`src/rtl/branch_resolve.sv`:
```
// branch_resolve: EX-stage branch resolution.
// Owns the architectural NZCV register, decides whether the EX instruction
// is a taken branch, and issues a registered one-cycle PC redirect plus
// flush toward IF/ID. Also keeps resolved-branch and taken-branch counters.
// The cycle after a redirect is a shadow cycle: the EX instruction there is
// wrong-path and is ignored entirely.
module branch_resolve #(
   parameter int DATA_WIDTH = 64,
   parameter int CNT_WIDTH  = 32
) (
   input  logic                  clk,
   input  logic                  rst,
   input  logic                  ex_valid,
   input  logic                  ex_stall,
   input  logic [2:0]            BranchOp,
   input  logic                  SregUp,
   input  logic [3:0]            cond,
   input  logic                  alu_n,
   input  logic                  alu_z,
   input  logic                  alu_c,
   input  logic                  alu_v,
   input  logic [DATA_WIDTH-1:0] alu_result,
   input  logic [DATA_WIDTH-1:0] pc_target,
   output logic                  redirect,
   output logic [DATA_WIDTH-1:0] redirect_pc,
   output logic                  flush,
   output logic [3:0]            nzcv,
   output logic [CNT_WIDTH-1:0]  br_count,
   output logic [CNT_WIDTH-1:0]  taken_count
);

   // Branch op encodings shared with the control path.
   localparam logic [2:0] BCOND_OP_NONE   = 3'd0;
   localparam logic [2:0] BCOND_OP_ZERO   = 3'd1;
   localparam logic [2:0] BCOND_OP_NZERO  = 3'd2;
   localparam logic [2:0] BCOND_OP_BRANCH = 3'd3;
   localparam logic [2:0] BCOND_OP_ALU    = 3'd4;
   localparam logic [2:0] BCOND_OP_COND   = 3'd5;

   // Evaluate a B.cond condition field against a {N,Z,C,V} flag set.
   function automatic logic condHolds(input logic [3:0] cc, input logic [3:0] flags);
      logic fN, fZ, fC, fV;
      logic res;
      fN = flags[3];
      fZ = flags[2];
      fC = flags[1];
      fV = flags[0];
      case (cc)
         4'h0:    res = fZ;
         4'h1:    res = ~fZ;
         4'h2:    res = fC;
         4'h3:    res = ~fC;
         4'h4:    res = fN;
         4'h5:    res = ~fN;
         4'h6:    res = fV;
         4'h7:    res = ~fV;
         4'h8:    res = fC & ~fZ;
         4'h9:    res = ~(fC & ~fZ);
         4'hA:    res = (fN == fV);
         4'hB:    res = (fN != fV);
         4'hC:    res = ~fZ & (fN == fV);
         4'hD:    res = ~(~fZ & (fN == fV));
         4'hE:    res = 1'b1;
         4'hF:    res = 1'b1;
         default: res = 1'b0;
      endcase
      return res;
   endfunction

   logic                  redirect_r;
   logic                  flush_r;
   logic [DATA_WIDTH-1:0] redirectPc_r;
   logic [3:0]            nzcv_r;
   logic [CNT_WIDTH-1:0]  brCount_r;
   logic [CNT_WIDTH-1:0]  takenCount_r;

   logic                  accept_s;
   logic                  taken_s;
   logic                  fire_s;

   // Instruction acceptance: real, not frozen, and not in the redirect shadow.
   always_comb begin
      accept_s = ex_valid & ~ex_stall & ~redirect_r;
      fire_s   = accept_s & taken_s;
   end

   // Branch outcome from the op, the ALU zero flag and the registered NZCV.
   always_comb begin
      taken_s = 1'b0;
      case (BranchOp)
         BCOND_OP_NONE:   taken_s = 1'b0;
         BCOND_OP_ZERO:   taken_s = alu_z;
         BCOND_OP_NZERO:  taken_s = ~alu_z;
         BCOND_OP_BRANCH: taken_s = 1'b1;
         BCOND_OP_ALU:    taken_s = 1'b1;
         BCOND_OP_COND:   taken_s = condHolds(cond, nzcv_r);
         default:         taken_s = 1'b0;
      endcase
   end

   // Redirect/flush pulses, redirect target, NZCV and performance counters.
   always_ff @(posedge clk) begin
      if (rst) begin
         redirect_r   <= 1'b0;
         flush_r      <= 1'b0;
         redirectPc_r <= {DATA_WIDTH{1'b0}};
         nzcv_r       <= 4'b0000;
         brCount_r    <= {CNT_WIDTH{1'b0}};
         takenCount_r <= {CNT_WIDTH{1'b0}};
      end else begin
         redirect_r <= fire_s;
         flush_r    <= fire_s;
         if (accept_s & SregUp) begin
            nzcv_r <= {alu_n, alu_z, alu_c, alu_v};
         end
         if (fire_s) begin
            redirectPc_r <= (BranchOp == BCOND_OP_ALU) ? alu_result : pc_target;
            takenCount_r <= takenCount_r + {{(CNT_WIDTH-1){1'b0}}, 1'b1};
         end
         if (accept_s & (BranchOp != BCOND_OP_NONE)) begin
            brCount_r <= brCount_r + {{(CNT_WIDTH-1){1'b0}}, 1'b1};
         end
      end
   end

   assign redirect    = redirect_r;
   assign flush       = flush_r;
   assign redirect_pc = redirectPc_r;
   assign nzcv        = nzcv_r;
   assign br_count    = brCount_r;
   assign taken_count = takenCount_r;

endmodule

```
`config.mk`:
```
export PLATFORM = sky130hd
export DESIGN_NAME = branch_resolve
export DESIGN_NICKNAME = d
export VERILOG_FILES = /design/src/rtl/branch_resolve.sv
export SDC_FILE = /design/constraint.sdc
export NUM_CORES = 1
export LEC_CHECK = 0
export CELL_PAD_IN_SITES_DETAIL_PLACEMENT = 0
export CELL_PAD_IN_SITES_GLOBAL_PLACEMENT = 2
export CORE_MARGIN = 10
export CORE_UTILIZATION = 24
export DETAILED_ROUTE_END_ITERATION = 8
export GPL_ROUTABILITY_DRIVEN = 0
export PLACE_DENSITY = 0.78
export SETUP_SLACK_MARGIN = 0.02
export SYNTH_ARGS = -nofsm -noshare
export SYNTH_HDL_FRONTEND = slang
export SYNTH_SLANG_ARGS = --single-unit
```
`constraint.sdc`:
```
create_clock -name clk -period 2.9 [get_ports clk]
set_input_delay 0.58 -clock clk [delete_from_list [all_inputs] [get_ports clk]]
set_output_delay 0.58 -clock clk [all_outputs]
set_load 0.02 [all_outputs]
```
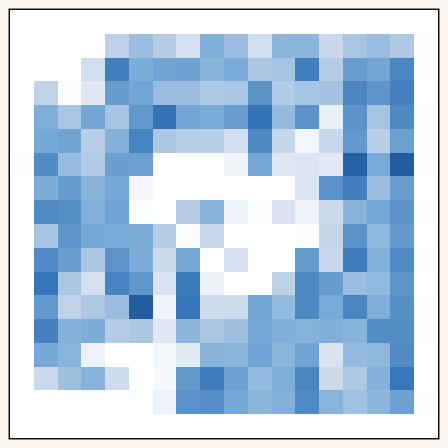
Figure 1: run 1, cell area per tile.
The die is cut into 18 by 18 equal tiles; white is low, dark blue is high, 0 to 100% covered.
mean over tiles: 30%
nearly empty tiles: 32%
emptiest ninth of the die: centre
tiles over 75% full: 0.90%
fullest tile: 82%
Finished Core Util: 39.6%
Core ar.: 26200 sq um
initial core utilization: 24.5%

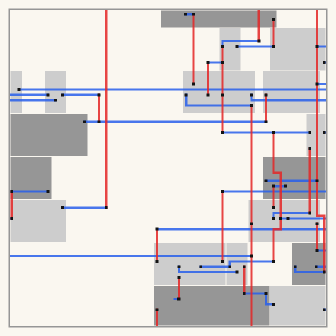
Figure 2: run 1, a small window of the routed layout.
Window x 128 to 148, y 128 to 148 um. Cells in grey, sequential cells in the stronger grey; small squares are vias.
| layer | colour |
|---|---|
| met2 | red |
| met1 | blue |
netlist names of flops here include: `redirect_pc` (3)
cells with their middle in the window: 14
most frequent: nor2_1 (4), clkdlybuf4s50_1 (4)
sequential cells in the window: 3

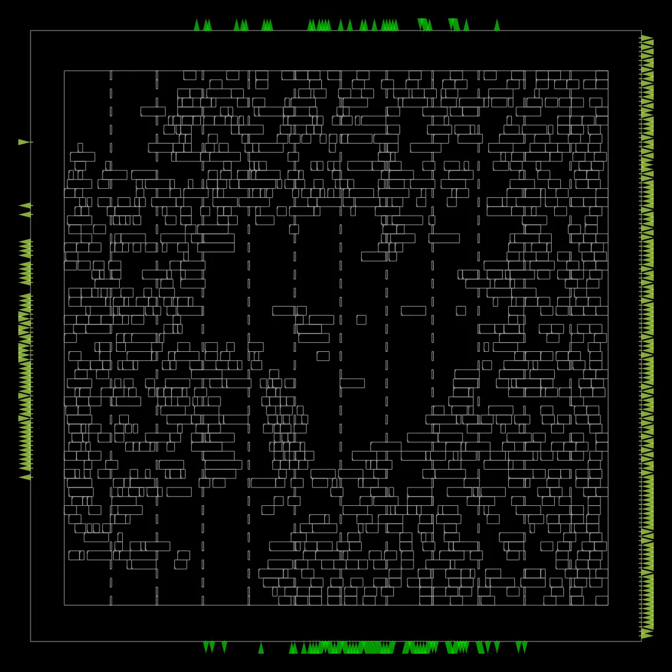
Figure 3: run 1, placed standard cells.
Core Rows: 59
Flop Count: 133

run 1: worst register-to-register path, stage by stage (launching register included):
cell	delay [ps]
dfxtp_1	480
xnor2_1	150
nand4_1	110
o21ai_1	70
or4_1	590
o211a_4	340
buf_12	180
buf_12	150
nor2_1	120
a211oi_2	60
run 1: cell type report:
class                      count  area (sq um)  area share, %
clock buffer                  17           425           4.10
clock inverter                13           161           1.56
inverter                       4          15.0          0.145
multi-input combinational    491          3490           33.7
sequential                   133          2660           25.7
tap                          335           419           4.04
timing repair buffer         322          3200           30.8
run 1: stage by stage:
step	std cells	cell area, sq um
floorplan	676	6410
global placement	1285	9790
detailed placement	1285	9790
CTS	1315	10400
global route	1315	10400
finish	1315	10400
==> run_results.csv, run 1 <==
group,metric,value,unit
clock_network,cts_setup_buffers,0,
logic_synthesis,yosysWarnings,0,
finish,layout_top_cells,"276 x clkdlybuf4s50_1, 133 x dfxtp_1, 130 x nor2_1",
logic_synthesis,area_leaders,"dfxtp_1 42%, a211oi_2 12%, mux2i_1 11%, nor2_1 7.6%, xor2_1 5.3%",
logic_synthesis,netlist_area,6410,sq um
logic_synthesis,edf_count,0,
power,seqPwrFrac,39.2,%
power,vdd_drop_max,0.000306,V
clock_network,clkTransAtPathRegs,60,ps
routing,dr.max_layer_used,"met5",
routing,drt-met1-wl,10.6,mm
logic_synthesis,ys_cells,676,
clock_network,cts_sinks,133,
finish,final.fill_count,2617,
logic_synthesis,xor_share,6.28,%
global_route,grt_first_pass_wirelength,35.6,mm
power,p_switching,0.00124,W
worst_setup_path,cp.required,3240,ps
worst_setup_path,critPathKind,"primary input to flop",
floorplan,die_x,183,um
place,post-dp-hpwl,18.3,mm
global_route,grt_max_degree,57,
worst_setup_path,worstReg2RegEnd,"redirect_pc[29]",
logic_synthesis,top_cell,"dfxtp_1",
routing,wl_met2,10.2,mm
logic_synthesis,synthTopLogicFamily,"AND-OR/OR-AND gates",
hold_path,min_to,"redirect_pc[7]",
finish,largest_reg_flops,64,
worst_setup_path,crit_slowest_cell,"clkdlybuf4s50_1",
clock_network,numCtsBuffers,17,
worst_setup_path,cp-end-kind,"flop",
worst_setup_path,reg2reg_depth,9,
clock_network,clockBufferDepth,2,
worst_setup_path,critPathMaxStageDelay,610,ps
logic_synthesis,yosys.area.top_type,"dfxtp_1",
global_route,grt_antenna_before_repair,2,
routing,wl_met3,2.42,mm
logic_synthesis,yosysChipArea,6410,sq um
timing,fmax,0.377,GHz
power,share_comb_of_total_power,15.6,%
hold_path,hold_depth,2,
global_route,met2_usage,20.9,%
finish,final_nets,1115,
logic_synthesis,syn_avg_cell_area,9.48,sq um
global_route,grt_usage,13.4,%
logic_synthesis,flop_cell,"dfxtp_1",
logic_synthesis,ys_seq_share,41.5,%
routing,routedWlPerCell,17.8,um
power,sw_frac_of_total,25.5,%
worst_setup_path,crit_buf_inv,4,
global_route,gr-usage-met1,16.7,%
hold_path,hp-start,"redirect_pc[7]",
floorplan,io_pins,278,
logic_synthesis,adder_share,0.390,%
flow_run,warnings,26,
worst_setup_path,cp_common_cell,"buf_4",
timing,slew_viol_final,0,
worst_setup_path,rr_startpoint,"nzcv[0]",
finish,area_growth,61.9,%
floorplan,die-height,183,um
worst_setup_path,cp.depth,11,
power,p_int,0.00363,W
global_route,grt-ovfl-total,0,
timing,whs,496,ps
flow_run,drv_cap,0,
logic_synthesis,top_area_share,41.5,%
logic_synthesis,mux_area_share,11.4,%
timing,grt_setup_unrepaired,"false",
worst_setup_path,r2r_setup_slack,550,ps
hold_path,hold_class,"flop to flop",
status,status,"finished, final reports clean",
worst_setup_path,cpLargestDelayFamily,"buffers and inverters",
timing,min_period_over_period,91.4,%
power,comb_cell_power,0.000760,W
global_route,grt_pass1_vias,5904,
place,pre_cts_slack,-191,ps
routing,drt-vias-per-instance,4.53,
==> run 1 -> run 2 <==
--- a/config.mk
+++ b/config.mk
@@ -9,10 +9,12 @@
 export CELL_PAD_IN_SITES_GLOBAL_PLACEMENT = 2
 export CORE_MARGIN = 10
 export CORE_UTILIZATION = 24
+export CTS_CLUSTER_DIAMETER = 80
 export DETAILED_ROUTE_END_ITERATION = 8
 export GPL_ROUTABILITY_DRIVEN = 0
 export PLACE_DENSITY = 0.78
 export SETUP_SLACK_MARGIN = 0.02
+export SKIP_LAST_GASP = 1
 export SYNTH_ARGS = -nofsm -noshare
 export SYNTH_HDL_FRONTEND = slang
 export SYNTH_SLANG_ARGS = --single-unit
==> run 2 against run 1 <==
  * Worst hold slack did not move
  * Maximum frequency did not move
  * First-iteration DRC count did not move
  * Critical path type unchanged
  * Largest cell class unchanged
==> run_results.csv, run 2 <==
group,metric,value,unit
timing,slew_viol_final,0,
power,vdd_drop_max,0.000306,V
logic_synthesis,edf_count,0,
routing,drt-met1-wl,10.6,mm
global_route,grt_max_degree,57,
timing,min_period_over_period,91.4,%
logic_synthesis,area_leaders,"dfxtp_1 42%, a211oi_2 12%, mux2i_1 11%, nor2_1 7.6%, xor2_1 5.3%",
floorplan,die-height,183,um
flow_run,drv_cap,0,
worst_setup_path,rr_startpoint,"nzcv[0]",
floorplan,io_pins,278,
worst_setup_path,crit_buf_inv,4,
worst_setup_path,reg2reg_depth,9,
place,dpl-instance-area,9790,sq um
clock_network,clockBufferDepth,2,
finish,layout_top_cells,"276 x clkdlybuf4s50_1, 133 x dfxtp_1, 130 x nor2_1",
status,status,"finished, final reports clean",
place,dp_cells,1285,
floorplan,die_x,183,um
power,p_switching,0.00124,W
logic_synthesis,top_cell,"dfxtp_1",
hold_path,hold_class,"flop to flop",
hold_path,hp-start,"redirect_pc[7]",
global_route,grt-ovfl-total,0,
logic_synthesis,flop_cell,"dfxtp_1",
logic_synthesis,ys_cells,676,
worst_setup_path,crit_slowest_cell,"clkdlybuf4s50_1",
finish,area_growth,61.9,%
finish,fin_area,10400,sq um
global_route,grt_usage,13.4,%
worst_setup_path,r2r_setup_slack,550,ps
logic_synthesis,ys_seq_share,41.5,%
global_route,grt_pass1_vias,5904,
logic_synthesis,yosysChipArea,6410,sq um
routing,dr.max_layer_used,"met5",
power,sw_frac_of_total,25.5,%
logic_synthesis,netlist_area,6410,sq um
power,seqPwrFrac,39.2,%
worst_setup_path,cp.required,3240,ps
worst_setup_path,critPathMaxStageDelay,610,ps
clock_network,cts_setup_buffers,0,
power,share_comb_of_total_power,15.6,%
timing,whs,496,ps
floorplan,rows,59,
finish,utilization,39.6,%
logic_synthesis,top_area_share,41.5,%
place,pre_cts_slack,-191,ps
timing,fmax,0.377,GHz
power,comb_cell_power,0.000760,W
worst_setup_path,cp.depth,11,
routing,drt-vias-per-instance,4.53,
clock_network,clkTransAtPathRegs,60,ps
clock_network,numCtsBuffers,17,
finish,largest_reg_flops,64,
worst_setup_path,cpLargestDelayFamily,"buffers and inverters",
timing,grt_setup_unrepaired,"false",
finish,final_nets,1115,
flow_run,warnings,26,
[run 2: cell counts in the layout (fill, tap and decap cells not counted)]
No cell type changed its count.
[run 2: layout make-up]
type                       count  area [sq um]
fill                        2617         15800
multi-input combinational    491          3490
timing repair buffer         322          3200
sequential                   133          2660
clock buffer                  17           425
tap                          335           419
clock inverter                13           161
inverter                       4          15.0
[run 2: routing by layer]
layer  up-vias  track usage [%]
met5         -                0
met4         2             3.64
met3        15             5.57
met2       213             20.9
met1      2732             16.7
li1       2992                -
[run 2: logic make-up (layout without fill, tap and decap cells)]
logic type      count (synthesis)  after routing  synth area share, %
simple gates                  244            244                 17.9
xor+xnor                       46             46                 6.28
fa+ha+maj                       2              2                0.390
compound gates                126            126                 18.4
buf+inv                        52            356                 4.16
flops                         133            133                 41.5
mux                            73             73                 11.4
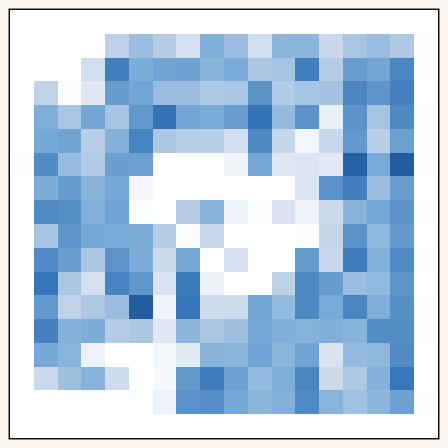
Figure 4: run 2, cell area per tile.
The die is cut into 18 by 18 equal tiles; white is low, dark blue is high, 0 to 100% covered.
mean over tiles: 30%
emptiest ninth of the die: centre
tiles over 75% full: 0.90%
nearly empty tiles: 32%
fullest tile: 82%

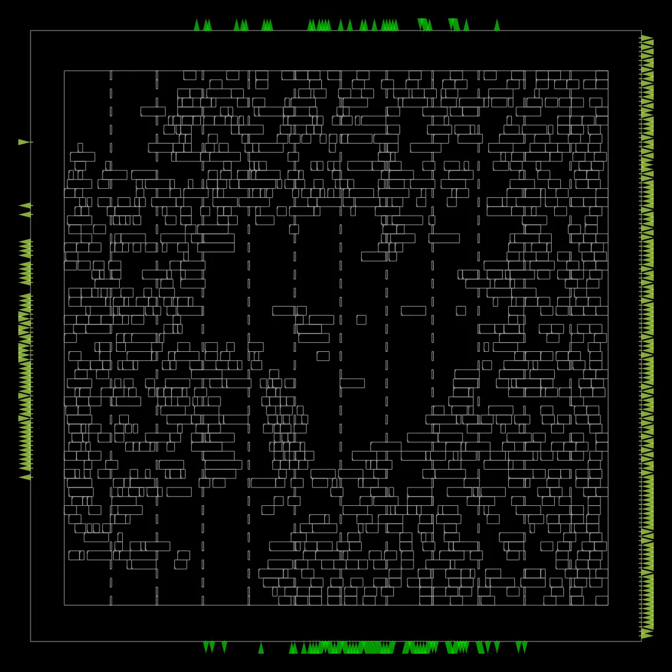
Figure 5: run 2, placed standard cells.
tapcell count: 335
Seq/total area: 25.7%
filler instances: 2617
Final Non-Filler Cells: 1315

==> run 2 -> run 3 <==
--- a/config.mk
+++ b/config.mk
@@ -13,8 +13,9 @@
 export DETAILED_ROUTE_END_ITERATION = 8
 export GPL_ROUTABILITY_DRIVEN = 0
 export PLACE_DENSITY = 0.78
-export SETUP_SLACK_MARGIN = 0.02
+export SETUP_SLACK_MARGIN = 0.5
 export SKIP_LAST_GASP = 1
+export SLEW_MARGIN = 20
 export SYNTH_ARGS = -nofsm -noshare
 export SYNTH_HDL_FRONTEND = slang
 export SYNTH_SLANG_ARGS = --single-unit
==> run 3 against run 2 <==
  * Largest power group unchanged
  * Clock power decreased by 2%
  * Via count increased by 2.8%
  * Cell area increased by 4.5%
  * Maximum frequency increased by 16%
  * Core utilization increased by 1.8 points
  * Register-to-register slack improved by 70 ps
  * Critical path type unchanged
  * First-iteration DRC count decreased by 36%
==> run_results.csv, run 3 <==
group,metric,value,unit
flow_run,drv_cap,0,
global_route,grt_max_degree,66,
clock_network,clockBufferDepth,2,
finish,layout.cells.non_filler,1340,
status,status,"finished, final reports clean",
logic_synthesis,mux_area_share,11.4,%
logic_synthesis,yosysChipArea,6410,sq um
timing,slew_viol_final,0,
logic_synthesis,yosys.area_share.simple,17.9,%
routing,drt-met1-wl,11.6,mm
finish,comb_share,34.2,%
clock_network,numCtsBuffers,17,
hold_path,hp-start,"redirect_pc[0]",
finish,layout_top_cells,"269 x clkdlybuf4s50_1, 130 x dfxtp_1, 120 x nor2_1",
global_route,grt-ovfl-total,0,
global_route,gr-usage-met1,17.7,%
logic_synthesis,ys_cells,676,
timing,min_period_over_period,78.7,%
place,dp_cells,1288,
logic_synthesis,synth-compound-area-share,18.4,%
global_route,grt_util_met3,6.54,%
worst_setup_path,cpLargestDelayFamily,"buffers and inverters",
global_route,grt_busiest_layer,"met2",
timing,fmax,0.438,GHz
logic_synthesis,top_cell,"dfxtp_1",
timing,grt_setup_unrepaired,"true",
finish,clock_cell_area_share,5.40,%
place,pre_cts_slack,-147,ps
finish,largest_reg_flops,64,
worst_setup_path,r2r_setup_slack,620,ps
floorplan,die_x,183,um
timing,whs,494,ps
floorplan,num_tap_cells,335,
finish,logic_area,3700,sq um
power,vdd_drop_max,0.000288,V
logic_synthesis,synthTopLogicFamily,"AND-OR/OR-AND gates",
global_route,grt_pass1_vias,6129,
worst_setup_path,reg2reg_depth,10,
hold_path,hold_class,"flop to flop",
floorplan,die-height,183,um
flow_run,warnings,28,
logic_synthesis,adder_share,0.390,%
routing,dr.max_layer_used,"met4",
finish,flops,133,
finish,final_nets,1138,
worst_setup_path,cp.depth,9,
worst_setup_path,rr_startpoint,"nzcv[3]",
clock_network,clkTransAtPathRegs,60,ps
worst_setup_path,critPathMaxStageDelay,580,ps
floorplan,io_pins,278,
logic_synthesis,area_leaders,"dfxtp_1 42%, a211oi_2 12%, mux2i_1 11%, nor2_1 7.6%, xor2_1 5.3%",
logic_synthesis,flop_cell,"dfxtp_1",
logic_synthesis,edf_count,0,
worst_setup_path,crit_buf_inv,4,
finish,area_growth,69.1,%
worst_setup_path,crit_slowest_cell,"or4_4",
## run 3: cell counts after synthesis
No cell type changed its count.
## run 3: repair_timing
item                       4_1_cts  5_1_grt
gates resized                   28       26
setup buffers                    3       10
pin swaps                       10        6
setup endpoints to repair       99       68
cloned                           5        2
## run 3: kinds of logic (layout without fill, tap and decap cells)
family                   Yosys count  after routing
XOR/XNOR                          46             46
AND-OR/OR-AND                    126            129
flip-flops                       133            133
adder cells (fa/ha/maj)            2              2
buffers and inverters             52            378
AND/OR/NAND/NOR                  244            244
multiplexers                      73             73
## run 3: power breakdown
group	leakage (nW)	switching, W	internal (W)
Clock	0.280	0.000895	0.00126
Combinational	2.38	0.000390	0.000457
Sequential	1.08	0.0000369	0.00188
Total	3.74	0.00132	0.00360
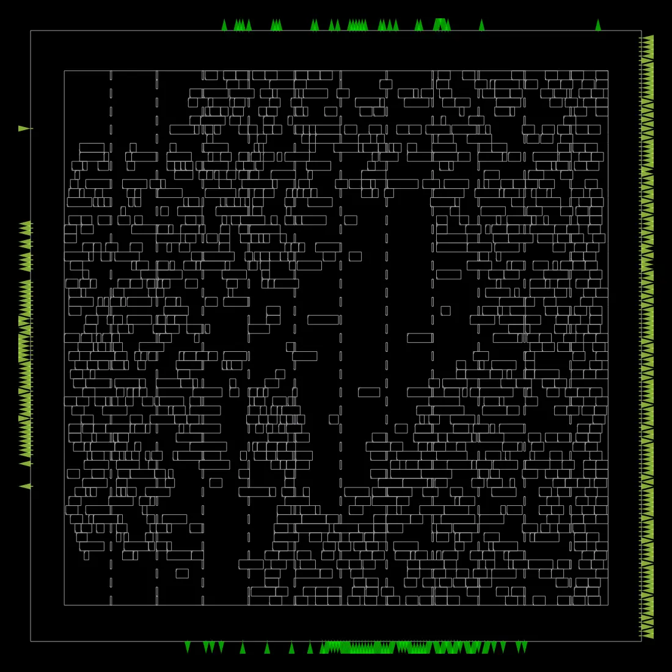
Figure 6: run 3, placed standard cells.
Finished Core Util: 41.4%
Seq/total area: 24.6%

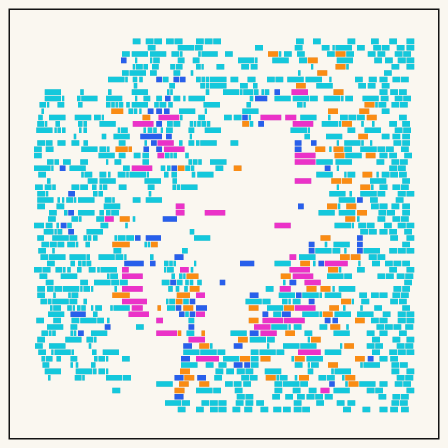
Figure 7: run 3, drive-strength map.
| size | colour | cells | share |
|---|---|---|---|
| drive 3 to 4 | blue | 73 | 7.3% |
| drive 1 or less | cyan | 809 | 80% |
| drive 2 | orange | 79 | 7.9% |
| drive 6 and up | magenta | 44 | 4.4% |
Setup WS post-layout: 618 ps
Plain + repair buffers: 342

No activity file was given, so power comes from the tool's default toggle rates.
